Fig. 1: run 1, where the registers sit
(8 px per um) Other sequential cells in the stronger grey, the rest of the logic in the fainter grey.
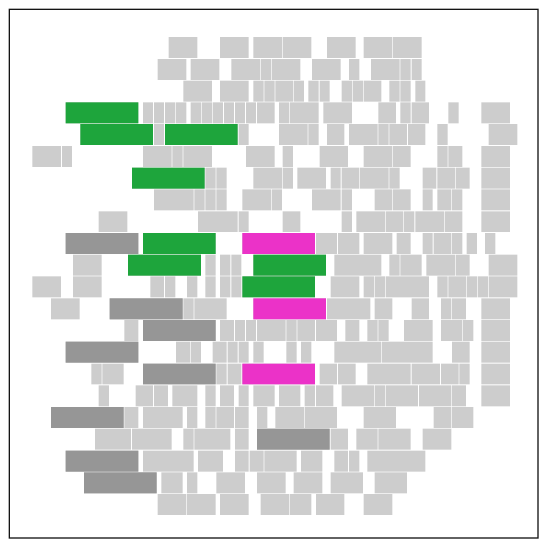
Fig. 2: run 1, clock wires, drivers and flops
(8 px per um)
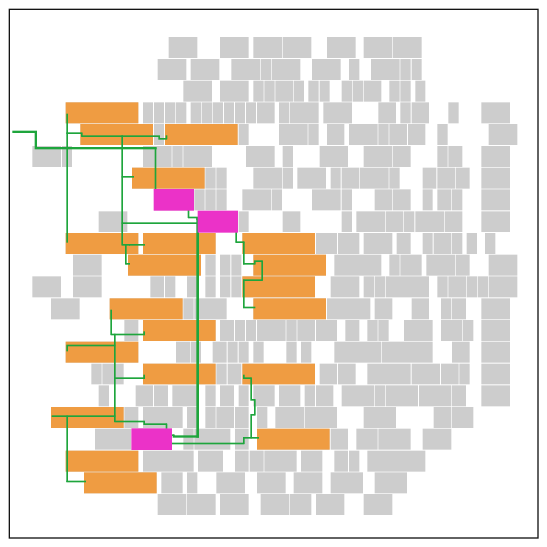
Fig. 3: run 1, supply network
(6 px per um) Pins as bars on the die edge.
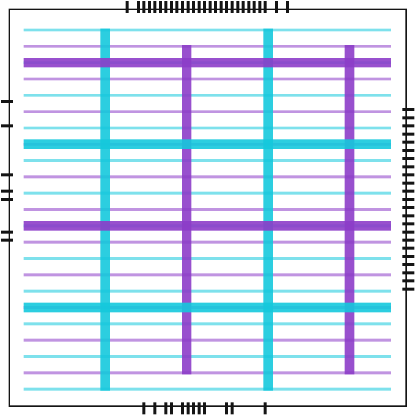
[src/rtl/mux_scan_pkg.sv]
// -----------------------------------------------------------------------------
// mux_scan_pkg
//   Shared definitions for the mux_scan_seq channel selector:
//     - state_e    : sequencer state type (IDLE / SCAN) and its 1-bit encoding
//     - DEF_*      : default channel count, data width and dwell time
//     - sel_width(): width of a channel index for a given channel count
// -----------------------------------------------------------------------------
package mux_scan_pkg;

   // Sequencer state. IDLE covers both manual steering and waiting for start.
   typedef enum logic {
      IDLE = 1'b0,
      SCAN = 1'b1
   } state_e;

   localparam int DEF_N_IN = 6;
   localparam int DEF_W    = 8;
   localparam int DEF_HOLD = 4;

   // Index width for n channels. A single channel still needs one bit.
   function automatic int sel_width(input int n);
      return (n > 1) ? $clog2(n) : 1;
   endfunction

endpackage : mux_scan_pkg

[src/rtl/mux_core.sv]
// -----------------------------------------------------------------------------
// mux_core
//   Purely combinational N_IN:1 word selector.
//
//   Parameters
//     N_IN      number of channels
//     W         data width per channel
//   Ports
//     in_bus    in   N_IN*W   packed channels, channel k at in_bus[k*W +: W]
//     sel       in   SW       channel index
//     word      out  W        selected channel, zero when sel is out of range
//     in_range  out  1        sel addresses an existing channel (sel < N_IN)
// -----------------------------------------------------------------------------
module mux_core
   import mux_scan_pkg::*;
#(
   parameter int N_IN = DEF_N_IN,
   parameter int W    = DEF_W
) (
   input  logic [N_IN*W-1:0]            in_bus,
   input  logic [sel_width(N_IN)-1:0]   sel,
   output logic [W-1:0]                 word,
   output logic                         in_range
);

   localparam int SW = sel_width(N_IN);

   // A compare-per-channel structure never indexes past the bus, so an
   // out-of-range select simply matches nothing and reports in_range=0.
   always_comb begin
      // NOTE: every output gets a default before the loop; a path that skips
      // an assignment in combinational logic would otherwise infer a latch.
      word     = '0;
      in_range = 1'b0;
      for (int k = 0; k < N_IN; k++) begin
         if (sel == SW'(k)) begin
            word     = in_bus[k*W +: W];
            in_range = 1'b1;
         end
      end
   end

endmodule : mux_core

[src/rtl/mux_scan_seq.sv]
// -----------------------------------------------------------------------------
// mux_scan_seq
//   Registered N_IN-way channel selector with an auto-scan sequencer.
//   In manual mode (mode=0) the channel addressed by S is registered every
//   cycle. With mode=1 a start pulse launches a pass that samples channel
//   0..N_IN-1 in turn, dwelling HOLD cycles on each.
//
//   Build option
//     SCAN_WRAP_EN  defined   : scanning wraps to channel 0 and runs until
//                               mode drops or reset
//                   undefined : one pass per start, then back to IDLE
//
//   Parameters
//     N_IN      channel count (2..16)
//     W         data width per channel
//     HOLD      dwell cycles per channel in scan mode (>=1)
//     SW        channel index width (derived, do not override)
//   Ports
//     clk        in   1        system clock, rising edge
//     reset      in   1        asynchronous, active-high reset
//     in_bus     in   N_IN*W   packed channels, channel k at in_bus[k*W +: W]
//     S          in   SW       manual channel select
//     mode       in   1        0 = manual, 1 = auto-scan enable
//     start      in   1        one-cycle request to begin a scan pass
//     out_data   out  W        registered selected data
//     out_ch     out  SW       channel index of out_data
//     out_valid  out  1        out_data/out_ch were updated at the last edge
//     busy       out  1        scan in progress
//     err        out  1        sticky: a manual S >= N_IN was seen
// -----------------------------------------------------------------------------
module mux_scan_seq
   import mux_scan_pkg::*;
#(
   parameter int N_IN = DEF_N_IN,
   parameter int W    = DEF_W,
   parameter int HOLD = DEF_HOLD,
   parameter int SW   = sel_width(N_IN)
) (
   input  logic              clk,
   input  logic              reset,
   input  logic [N_IN*W-1:0] in_bus,
   input  logic [SW-1:0]     S,
   input  logic              mode,
   input  logic              start,
   output logic [W-1:0]      out_data,
   output logic [SW-1:0]     out_ch,
   output logic              out_valid,
   output logic              busy,
   output logic              err
);

   localparam int            CW       = $clog2(HOLD + 1);
   localparam logic [SW-1:0] CH_LAST  = SW'(N_IN - 1);
   localparam logic [CW-1:0] CNT_LAST = CW'(HOLD - 1);

`ifdef SCAN_WRAP_EN
   localparam bit WRAP = 1'b1;
`else
   localparam bit WRAP = 1'b0;
`endif

   // ---------------------------------------------------------------------------
   // State and next-state
   // ---------------------------------------------------------------------------
   state_e          state_q, state_d;
   logic [SW-1:0]   ch_q,    ch_d;      // channel being dwelt on in SCAN
   logic [CW-1:0]   cnt_q,   cnt_d;     // dwell cycles elapsed on ch_q
   logic [W-1:0]    data_q,  data_d;
   logic [SW-1:0]   och_q,   och_d;
   logic            valid_q, valid_d;
   logic            err_q,   err_d;

   // ---------------------------------------------------------------------------
   // Channel selector: S steers it while idle, the scan counter while scanning
   // ---------------------------------------------------------------------------
   logic [SW-1:0]   core_sel;
   logic [W-1:0]    core_word;
   logic            core_in_range;

   assign core_sel = (state_q == SCAN) ? ch_q : S;

   mux_core #(
      .N_IN (N_IN),
      .W    (W)
   ) u_mux_core (
      .in_bus   (in_bus),
      .sel      (core_sel),
      .word     (core_word),
      .in_range (core_in_range)
   );

   // ---------------------------------------------------------------------------
   // Next-state / output logic
   // ---------------------------------------------------------------------------
   always_comb begin
      state_d = state_q;
      ch_d    = ch_q;
      cnt_d   = cnt_q;
      data_d  = data_q;
      och_d   = och_q;
      valid_d = 1'b0;      // valid is a pulse: only a fresh sample raises it
      err_d   = err_q;

      case (state_q)
         IDLE: begin
            // Counters are parked at zero so a scan always begins at
            // channel 0 with a full dwell.
            ch_d  = '0;
            cnt_d = '0;
            if (!mode) begin
               if (core_in_range) begin
                  data_d  = core_word;
                  och_d   = S;
                  valid_d = 1'b1;
               end else begin
                  err_d = 1'b1;
               end
            end else if (start) begin
               state_d = SCAN;
            end
         end

         SCAN: begin
            // start is not looked at here, so a repeated start cannot
            // restart a pass in progress.
            if (!mode) begin
               state_d = IDLE;
               ch_d    = '0;
               cnt_d   = '0;
            end else if (cnt_q == CNT_LAST) begin
               data_d  = core_word;
               och_d   = ch_q;
               valid_d = 1'b1;
               cnt_d   = '0;
               if (ch_q == CH_LAST) begin
                  ch_d = '0;
                  // Single-pass builds leave SCAN on the last sample edge,
                  // so busy falls while that final out_valid is high.
                  if (!WRAP) begin
                     state_d = IDLE;
                  end
               end else begin
                  ch_d = ch_q + 1'b1;
               end
            end else begin
               cnt_d = cnt_q + 1'b1;
            end
         end

         default: begin
            state_d = IDLE;
         end
      endcase
   end

   // ---------------------------------------------------------------------------
   // Registers
   // ---------------------------------------------------------------------------
   // NOTE: every register, counters included, is cleared by the asynchronous
   // reset, so no partial pass can survive a reset mid-scan.
   always_ff @(posedge clk or posedge reset) begin
      if (reset) begin
         // NOTE: sequential state uses non-blocking assignments so all
         // registers update together from values sampled at the same edge.
         state_q <= IDLE;
         ch_q    <= '0;
         cnt_q   <= '0;
         data_q  <= '0;
         och_q   <= '0;
         valid_q <= 1'b0;
         err_q   <= 1'b0;
      end else begin
         state_q <= state_d;
         ch_q    <= ch_d;
         cnt_q   <= cnt_d;
         data_q  <= data_d;
         och_q   <= och_d;
         valid_q <= valid_d;
         err_q   <= err_d;
      end
   end

   assign out_data  = data_q;
   assign out_ch    = och_q;
   assign out_valid = valid_q;
   assign busy      = (state_q == SCAN);
   assign err       = err_q;

endmodule : mux_scan_seq

[config.mk]
export PLATFORM = sky130hd
export DESIGN_NAME = mux_scan_seq
export DESIGN_NICKNAME = d
export VERILOG_FILES = /design/src/rtl/mux_scan_pkg.sv /design/src/rtl/mux_core.sv /design/src/rtl/mux_scan_seq.sv
export SDC_FILE = /design/constraint.sdc
export NUM_CORES = 1
export LEC_CHECK = 0
export ABC_AREA = 1
export CAP_MARGIN = 0
export CORE_MARGIN = 2
export CORE_UTILIZATION = 37
export DETAILED_ROUTE_END_ITERATION = 8
export GPL_TIMING_DRIVEN = 0
export PLACE_DENSITY = 0.89
export SLEW_MARGIN = 15
export SYNTH_ARGS = -nofsm -noshare
export SYNTH_HDL_FRONTEND = slang
export SYNTH_SLANG_ARGS = --single-unit
[constraint.sdc]
create_clock -name clk -period 1.4 [get_ports clk]
set_input_delay 0.14 -clock clk [delete_from_list [all_inputs] [get_ports clk]]
set_output_delay 0.14 -clock clk [all_outputs]
set_load 0.01 [all_outputs]
==> impl_metrics.toml, run 1 <==
# synthesis and place-and-route metrics
[outcome]
status = "finished with violations"
violations = "negative setup slack"

[clocking]
htree_levels = 1
clock-sinks = 20
postCtsSetupBuffers = 9
hold_buffers = 0
clockRootBuffer = "clkbuf_8"
clkTransAtPathRegs_ns = 0.07
cts.repair.resized = 11
numCtsBuffers = 3
clock.latency.late_pin_ns = 0.26
cts_tree = "yes"
clockBufferDepth = 2

[timing]
finalMaxSlewViolations = 0
finalHoldViolCount = 0
relSlewSlack_pct = 50.8
tightestPinTransition_ns = 0.737
setup-tns-final_ns = -0.925
fin_ws_ns = -0.134
setup_viol = 9
whs_ns = 0.305
fin_crit_sh_pct = 110
fmax_mhz = 652
grt_setup_unrepaired = "yes"
min_period_ns = 1.53
finClkSkew_ns = 0.00193

[setup_path]
cpPeakStageDelay_ns = 0.37
worst_r2r_startpoint = "busy$_DFF_PP0_"
worst-setup-path-type = "flip-flop to flip-flop"
worstPathCellList = "buf_6 > inv_8 > nand2_4 > nand2_4 > buf_8 > buf_4 > nand4_1 > nand2_1 > nor2_2 > nand4_1 > nand2_1 > nand2_1"
cp-start-kind = "flip-flop"
cp.arrival_ns = 1.68
reg2reg_to = "out_data[2]$_DFFE_PP0P_"
cp.required_ns = 1.55
cp_max_fo = 6
ff2ff_path_depth = 12
critPathLaunch = "busy$_DFF_PP0_"
critical_path_depth = 12
rrSetupSlack_ns = -0.13
crit_end = "out_data[2]$_DFFE_PP0P_"
cp-end-kind = "flip-flop"
crit_slowest_cell = "dfrtp_1"
crit_buf_inv = 4
crit_family = "simple AND/OR/NAND/NOR gates"
worst_path_most_repeated_cell = "nand2_1"

[grt]
grtUsageTotal_pct = 18.3
grtUsageMet1_pct = 24.6
grt-ovfl-total = 0
global_route.usage.met2_pct = 29.9
grt_pass1_wl_um = 6130
grt_pass1_vias = 1368
antenna_found_initial = 0
busiest_layer = "met2"
met3_usage_pct = 2.90
grt_max_degree = 21

[final_layout]
finalNonFillerCells = 324
final_nets = 334
nFillCells = 316
area_growth_pct = 65.0
diodes = 0
layout_top_cells = "clkdlybuf4s50_1, nand2_1, dfrtp_1"
design_area_sq_um = 2340
drive_gt1_share_pct = 18.1
final_util_pct = 63.9
largest_register_ffs = 8
lay_top_count = "clkdlybuf4s50_1"

[place]
placedInstanceArea_sq_um = 2160
gp_congestion = 0.806
placedCellCount = 310
hpwl_um = 3100
dp_slack_ns = -0.286
port_buffers = 68

[logic_synthesis]
synth_cell_type_count = 27
yosys.area.top_type_share_pct = 35.3
synth_seq_share_pct = 35.3
ys.flops = 20
yosysChipArea_sq_um = 1420
synth-main-ff-cell = "dfrtp_1"
synth.most_common_cell = "nand2_1"
synth_cells = 194
ys_async_sr_fraction_pct = 100
fp_nets = 251
area_leaders = "dfrtp_1, nand2_1, nand4_1, inv_1, nand2_4"
synthesis.area_sq_um = 1420
ys_cells = 194
ys_warn_count = 0
synth.avg_cell_area_sq_um = 7.31
synthTopCellsByCount = "nand2_1, dfrtp_1, inv_1, nand4_1, nor2_1"
edf_count = 0
synth_top_cell_by_area = "dfrtp_1"

[flow_run]
maxCapViolCount = 0
log.warning_count = 29

[die]
rows = 22
dieWidth_um = 65.9
initial_core_util_pct = 38.7
die_area_sq_um = 4340
ios = 69
die_y_um = 65.9
coreArea_sq_um = 3660

[hold_path]
hold_path_class = "input pin to asynchronous set/reset pin"

[drt]
drt-met1-wl_um = 1800
routed_via_density = 4.62
dr.pass1.iters = 4
topRoutingLayerUsed = "met4"
first_iter_violations = 64
wl_um = 4010
drc_errors = 0
wl_met2_um = 1890
antenna_left = 0
wl_per_cell_um = 12.4
route.vias.total = 1496
wl_met3_um = 283

[power]
leakage_nw = 1.11
max-vdd-ir-drop_uv = 653
finalPower_mw = 2.01
p_per_area_nw_per_um2 = 860
About Fig. 1:
`out_data`: in green, flops 8. `ch_q`: in magenta, flops 3.
Another 9 sequential cells are not coloured.

About Fig. 2:
clock wires: in green, length 226 um. flip-flops: in orange, count 20. cells driving clock nets: in magenta, count 3.
There are 4 routed clock nets.

About Fig. 3:
VDD: in purple. VSS: in cyan.
23 met1 rails follow the rows. 4 straps on met4. The core has 22 rows. 69 signal pins sit on the boundary.

-- run 1: cells by family after synthesis --
logic type	share of synthesized area, %
flip-flops	35.3
adder cells (fa/ha/maj)	1.76
buffers and inverters	11.1
AND/OR/NAND/NOR	46.5
AND-OR/OR-AND	5.30
-- run 1: where the power goes --
| group | internal, mW | switching (mW) |
|---|---|---|
| combinational | 0.464 | 0.380 |
| clock | 0.250 | 0.181 |
| sequential | 0.674 | 0.0614 |
-- run 1: cell type report --
class	count	area [sq um]	share of cell area [%]
inverters	23	96.3	4.12
repair buffers	78	754	32.3
clock buffers	4	55.1	2.35
plain buffers	6	78.8	3.37
multi-input cells	145	793	33.9
well taps	48	60.1	2.57
flip-flops and latches	20	500	21.4
Fig. 4: run 1, routing congestion
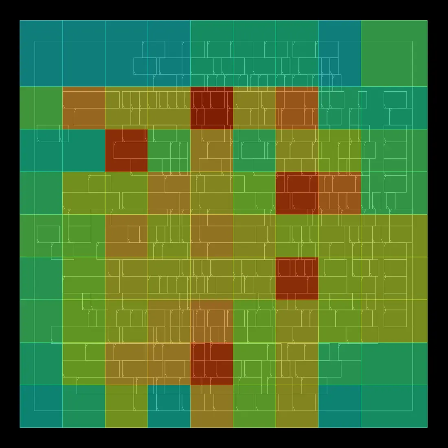

==> inputs of run 2 (changes only) <==
CORE_UTILIZATION = 39   (was 37)
PLACE_DENSITY = 0.9   (was 0.89)
clock period = 1.7 ns   (was 1.4 ns; I/O delays follow)
Fig. 5: run 2, routing congestion
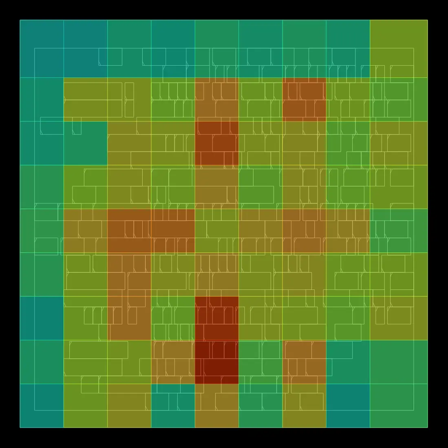
met1 Use GR: 24.0%
GRT Max-Usage Layer: met2

==> run 2 against run 1 <==
  * The flow now finishes without violations
  * Sequential power decreased by 18%
  * Critical endpoint unchanged
  * Via count decreased by 1.5%
  * Clock-buffer cell count decreased by 1
==> impl_metrics.toml, run 2 <==
# synthesis and place-and-route metrics
[outcome]
status = "completed"

[drt]
antenna_left = 0
drt-met1-wl_um = 1740
routed_via_density = 4.72
route.vias.total = 1473
first_iter_violations = 54
dr.pass1.iters = 4
wl_met2_um = 1870
wl_um = 3890
wl_met3_um = 219
drc_errors = 0
topRoutingLayerUsed = "met4"
wl_per_cell_um = 12.5

[die]
n_tap_cell = 46
dieWidth_um = 64.3
die_area_sq_um = 4130
initial_core_util_pct = 41.5

[setup_path]
crit_end = "out_data[2]$_DFFE_PP0P_"
crit_family = "simple AND/OR/NAND/NOR gates"
worst-setup-path-type = "flip-flop to flip-flop"
critical_path_depth = 10
rrSetupSlack_ns = 0.12
worstPathCellList = "buf_6 > inv_8 > nand2_4 > nand2_4 > inv_1 > nor3_4 > nand2_1 > nand4_1 > nand2_1 > nand2_1"
cp-start-kind = "flip-flop"
reg2reg_to = "out_data[2]$_DFFE_PP0P_"
worst_path_most_repeated_cell = "nand2_1"
cp.required_ns = 1.92
cpPeakStageDelay_ns = 0.40
critPathLaunch = "busy$_DFF_PP0_"
cp_max_fo = 8
crit_buf_inv = 3
ff2ff_path_depth = 10
worst_r2r_startpoint = "busy$_DFF_PP0_"
crit_slowest_cell = "dfrtp_1"
cp-end-kind = "flip-flop"

[final_layout]
area_growth_pct = 54.9
n_all_buffers = 75
comb_area_sq_um = 769
comb_cells = 145
diodes = 0
drive_gt1_share_pct = 12.8
flop-count = 20
finalNonFillerCells = 312
n_clock_buffer = 3
layout.nonclk_buf_share_pct = 34.1
final_nets = 325
largest_register_ffs = 8
final_util_pct = 64.3
seq_share_pct = 22.8
design_area_sq_um = 2200
clock_area_share_pct = 1.03
flop_area_sq_um = 500
inverters = 23
top_area_cell_class = "multi-input combinational cells"
comb_share_pct = 35.0
nFillCells = 302

[timing]
grt_setup_unrepaired = "yes"
relSlewSlack_pct = 50.7
setup_viol = 0
tightestPinTransition_ns = 0.739
finClkSkew_ns = 0.00798
min_period_ns = 1.58
whs_ns = 0.298
setup-tns-final_ns = 0
fmax_mhz = 631
fin_ws_ns = 0.115
finalMaxSlewViolations = 0

[clocking]
hold_buffers = 0
clock.latency.late_pin_ns = 0.29
postCtsSetupBuffers = 0
clockBufferDepth = 2
htree_levels = 1
clock-sinks = 20
numCtsBuffers = 3
cts_tree = "yes"
cts.repair.resized = 0

[logic_synthesis]
synth_cells = 194
ys.flops = 20
fp_nets = 251
synth_top_cell_by_area = "dfrtp_1"
synth_cell_type_count = 27
synthesis.area_sq_um = 1420
yosysChipArea_sq_um = 1420
ys_cells = 194
synth.avg_cell_area_sq_um = 7.31
edf_count = 0
ys_warn_count = 0
synthTopCellsByCount = "nand2_1, dfrtp_1, inv_1, nand4_1, nor2_1"
synth.most_common_cell = "nand2_1"
area_leaders = "dfrtp_1, nand2_1, nand4_1, inv_1, nand2_4"
synth-main-ff-cell = "dfrtp_1"
ys_async_sr_fraction_pct = 100
yosys.area.top_type_share_pct = 35.3

[grt]
grt-ovfl-total = 0
grt_max_degree = 21
met3_usage_pct = 2.11
grtUsageTotal_pct = 18.5
grt_pass1_wl_um = 5990
antenna_found_initial = 0
grt_pass1_vias = 1365
global_route.usage.met2_pct = 31.4

[power]
finalPower_mw = 1.46
internal_power_mw = 0.988
p_sw_mw = 0.475
seq_power_share_pct = 41.3
p_comb_share_pct = 44.4
powerSeq_mw = 0.605
leakage_nw = 1.04
p_comb_mw = 0.649
pwr-share-clk_pct = 14.3

[flow_run]
maxCapViolCount = 0
log.warning_count = 27

[place]
placedCellCount = 308
placedInstanceArea_sq_um = 2160
dp_slack_ns = -0.0162
port_buffers = 68
gp_congestion = 0.805

[hold_path]
hold_path_class = "input pin to asynchronous set/reset pin"
Fig. 6: run 2, supply network
(6 px per um) Pins as bars on the die edge.
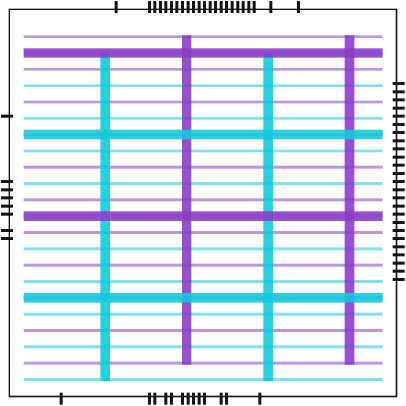
VSS: in cyan. VDD: in purple.
The core has 21 rows. 69 signal pins sit on the boundary. 22 met1 rails follow the rows. 4 straps on met5. 4 straps on met4.
Die Span Y: 64.3 um
CORE AREA: 3420 sq um
Max VDD drop: 503 uV

[run 2: cell types whose count changed in the layout (fill, tap and decap cells not counted), moves of 3 or more]
cell / before / now
clkbuf_4: 0 / 3
buf_4: 10 / 2
o21ai_0: 6 / 10
clkbuf_8: 4 / 0
o21ai_1: 3 / 0
[run 2: logic make-up (layout without fill, tap and decap cells)]
kind of cell / Yosys count / count (layout) / synth area share [%]
adders and majority gates: 2 / 2 / 1.76
buffers and inverters: 29 / 101 / 11.1
AOI/OAI and AO/OA: 14 / 14 / 5.30
and+or+nand+nor: 129 / 129 / 46.5
DFF: 20 / 20 / 35.3
Fig. 7: run 2, where the registers sit
(8 px per um) Other sequential cells in the stronger grey, the rest of the logic in the fainter grey.
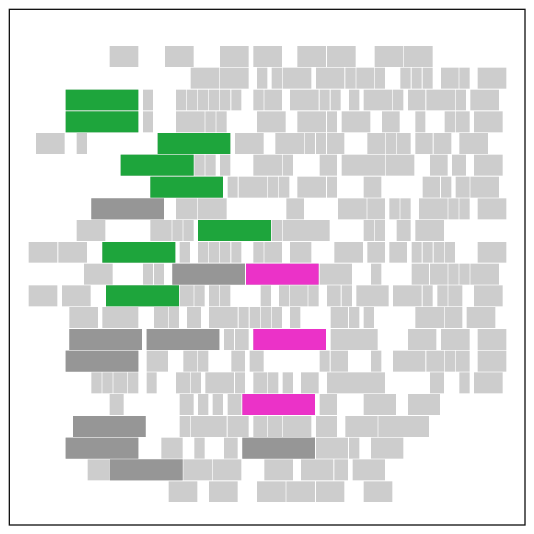

==> inputs of run 3 (changes only) <==
==> constraint.sdc (replaced) <==
create_clock -name clk -period 1.7 [get_ports clk]
set_input_delay 0.51 -clock clk [delete_from_list [all_inputs] [get_ports clk]]
set_output_delay 0.51 -clock clk [all_outputs]
set_load 0.01 [all_outputs]
Fig. 8: run 3, where the registers sit
(8 px per um) Other sequential cells in the stronger grey, the rest of the logic in the fainter grey.
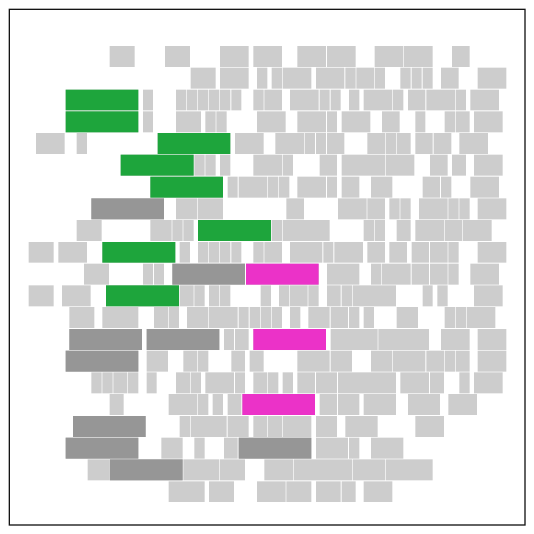
`ch_q`: in magenta, flops 3. `out_data`: in green, flops 8.
Another 9 sequential cells are not coloured.

Fig. 9: run 3, cells coloured by class
(8 px per um) Fill, decap, tap and diode cells in grey.
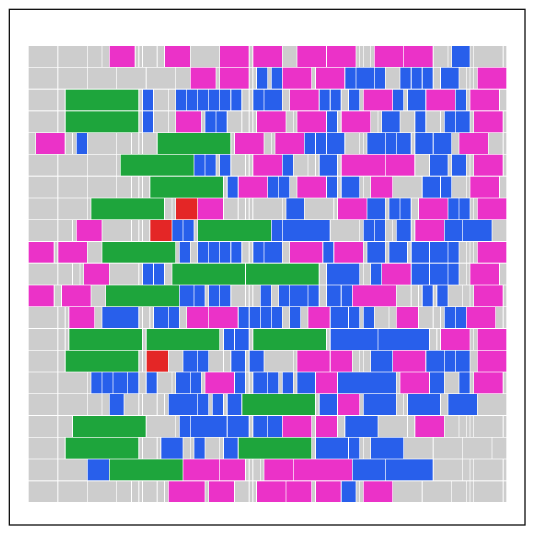
flip-flops: in green, cells 20. cells driving clock nets: in red, cells 3. all other logic: in blue, cells 168. other buffers and delay cells: in magenta, cells 82.
Final Util: 67.2%
flop share of the area: 21.8%
Finished Cell Area: 2290 sq um
Rows: 21

==> run 3 against run 2 <==
  * The flow now finishes with violations (negative setup slack)
  * Clock power is essentially flat
  * Synthesized cell count stayed put
  * Design area up 4.5%
  * Total power is 0.68% lower
  * Non-clock buffer count rose by 7
  * Die size did not move
  * Critical endpoint is now out_data[1]$_DFFE_PP0P_
  * Synthesized area did not move
  * Hold slack improved by 0.17 ns
  * Cell count grew 2.2%
  * Routed wire length grew 5.5%
==> impl_metrics.toml, run 3 <==
# synthesis and place-and-route metrics
[clocking]
hold_buffers = 0
postCtsSetupBuffers = 3
numCtsBuffers = 3
clockBufferDepth = 2
clock-sinks = 20
clock.latency.late_pin_ns = 0.28

[drt]
dr.pass1.iters = 6
drt-met1-wl_um = 1880
wl_met3_um = 205
topRoutingLayerUsed = "met4"
routed_via_density = 4.78
wl_met2_um = 1950

[timing]
finalMaxSlewViolations = 0
relSlewSlack_pct = 50.6
min_period_ns = 1.71
fmax_mhz = 585
fin_ws_ns = -0.0105
setup_viol = 2
finClkSkew_ns = 0.00448
setup-tns-final_ns = -0.0122

[logic_synthesis]
netlist_logic_family_top = "simple AND/OR/NAND/NOR gates"
edf_count = 0
ys_cells = 194
fp_nets = 251
synthTopCellsByCount = "nand2_1, dfrtp_1, inv_1, nand4_1, nor2_1"
xor_area_share_pct = 0
ys_async_sr_fraction_pct = 100
ys_sh_mux_pct = 0
synthesis.area_sq_um = 1420
adder_share_pct = 1.77
synth_cells = 194
synth.avg_cell_area_sq_um = 7.31
ys_warn_count = 0
ys.flops = 20
area_leaders = "dfrtp_1, nand2_1, nand4_1, inv_1, nand2_4"
yosysChipArea_sq_um = 1420
synth_cell_type_count = 27

[die]
coreArea_sq_um = 3420
die_y_um = 64.3
n_tap_cell = 46
initial_core_util_pct = 41.5
die_area_sq_um = 4130
dieWidth_um = 64.3

[grt]
met3_usage_pct = 1.94
grtUsageTotal_pct = 19.2
antenna_found_initial = 0
grt_pass1_vias = 1405
global_route.usage.met2_pct = 33.5
grt_pass1_wl_um = 6200
grtUsageMet1_pct = 24.4

[final_layout]
clock_area_share_pct = 0.981
n_all_buffers = 82
flop_area_sq_um = 500
comb_cells = 145
comb_share_pct = 34.7
layout.nonclk_buf_share_pct = 35.4
diodes = 0
final_nets = 332
top_area_cell_class = "buffers"
comb_area_sq_um = 797

[setup_path]
ff2ff_path_depth = 12
critical_path_depth = 10
reg2reg_to = "out_data[1]$_DFFE_PP0P_"
rrSetupSlack_ns = 0.01
worstPathCellList = "clkdlybuf4s50_1 > nand2_4 > nand2_4 > clkinvlp_4 > nand3_4 > nor2_1 > nor2_1 > nand4_1 > nand2_1 > nand2_1"
crit_slowest_cell = "clkdlybuf4s50_1"
worst-setup-path-type = "input pin to flip-flop"

[power]
max-vdd-ir-drop_uv = 529
p_comb_share_pct = 44.3
p_sw_mw = 0.489
internal_power_mw = 0.965
leakage_nw = 1.13

[place]
gp_congestion = 0.805
placedInstanceArea_sq_um = 2160

[flow_run]
log.warning_count = 27
maxCapViolCount = 0

[outcome]
violations = "negative setup slack"
status = "finished with violations"
-- run 3: cell counts after synthesis --
No cell type changed its count.
-- run 3: power groups by stage --
stage | clock, mW | sequential (mW) | combinational [mW]
finish | 0.207 | 0.602 | 0.644
global route | 0.237 | 0.611 | 0.704
CTS | 0.215 | 0.602 | 0.612
detailed placement | 0 | 0.615 | 0.643
global placement | 0 | 0.610 | 0.637
floorplan | 0 | 0.641 | 0.270
-- run 3: stage by stage --
step | util (%) | power, mW | cells | setup WS (ns)
final | 67.2 | 1.45 | 319 | -0.0105
after global routing | 67.2 | 1.55 | 319 | -0.135
after CTS | 64.3 | 1.43 | 314 | 0.00414
after detailed placement | 63.1 | 1.26 | 308 | -0.356
after global placement | 63.1 | 1.25 | 308 | -0.355
after floorplan | - | 0.911 | 194 | 0.254
No activity file was given, so power comes from the tool's default toggle rates.
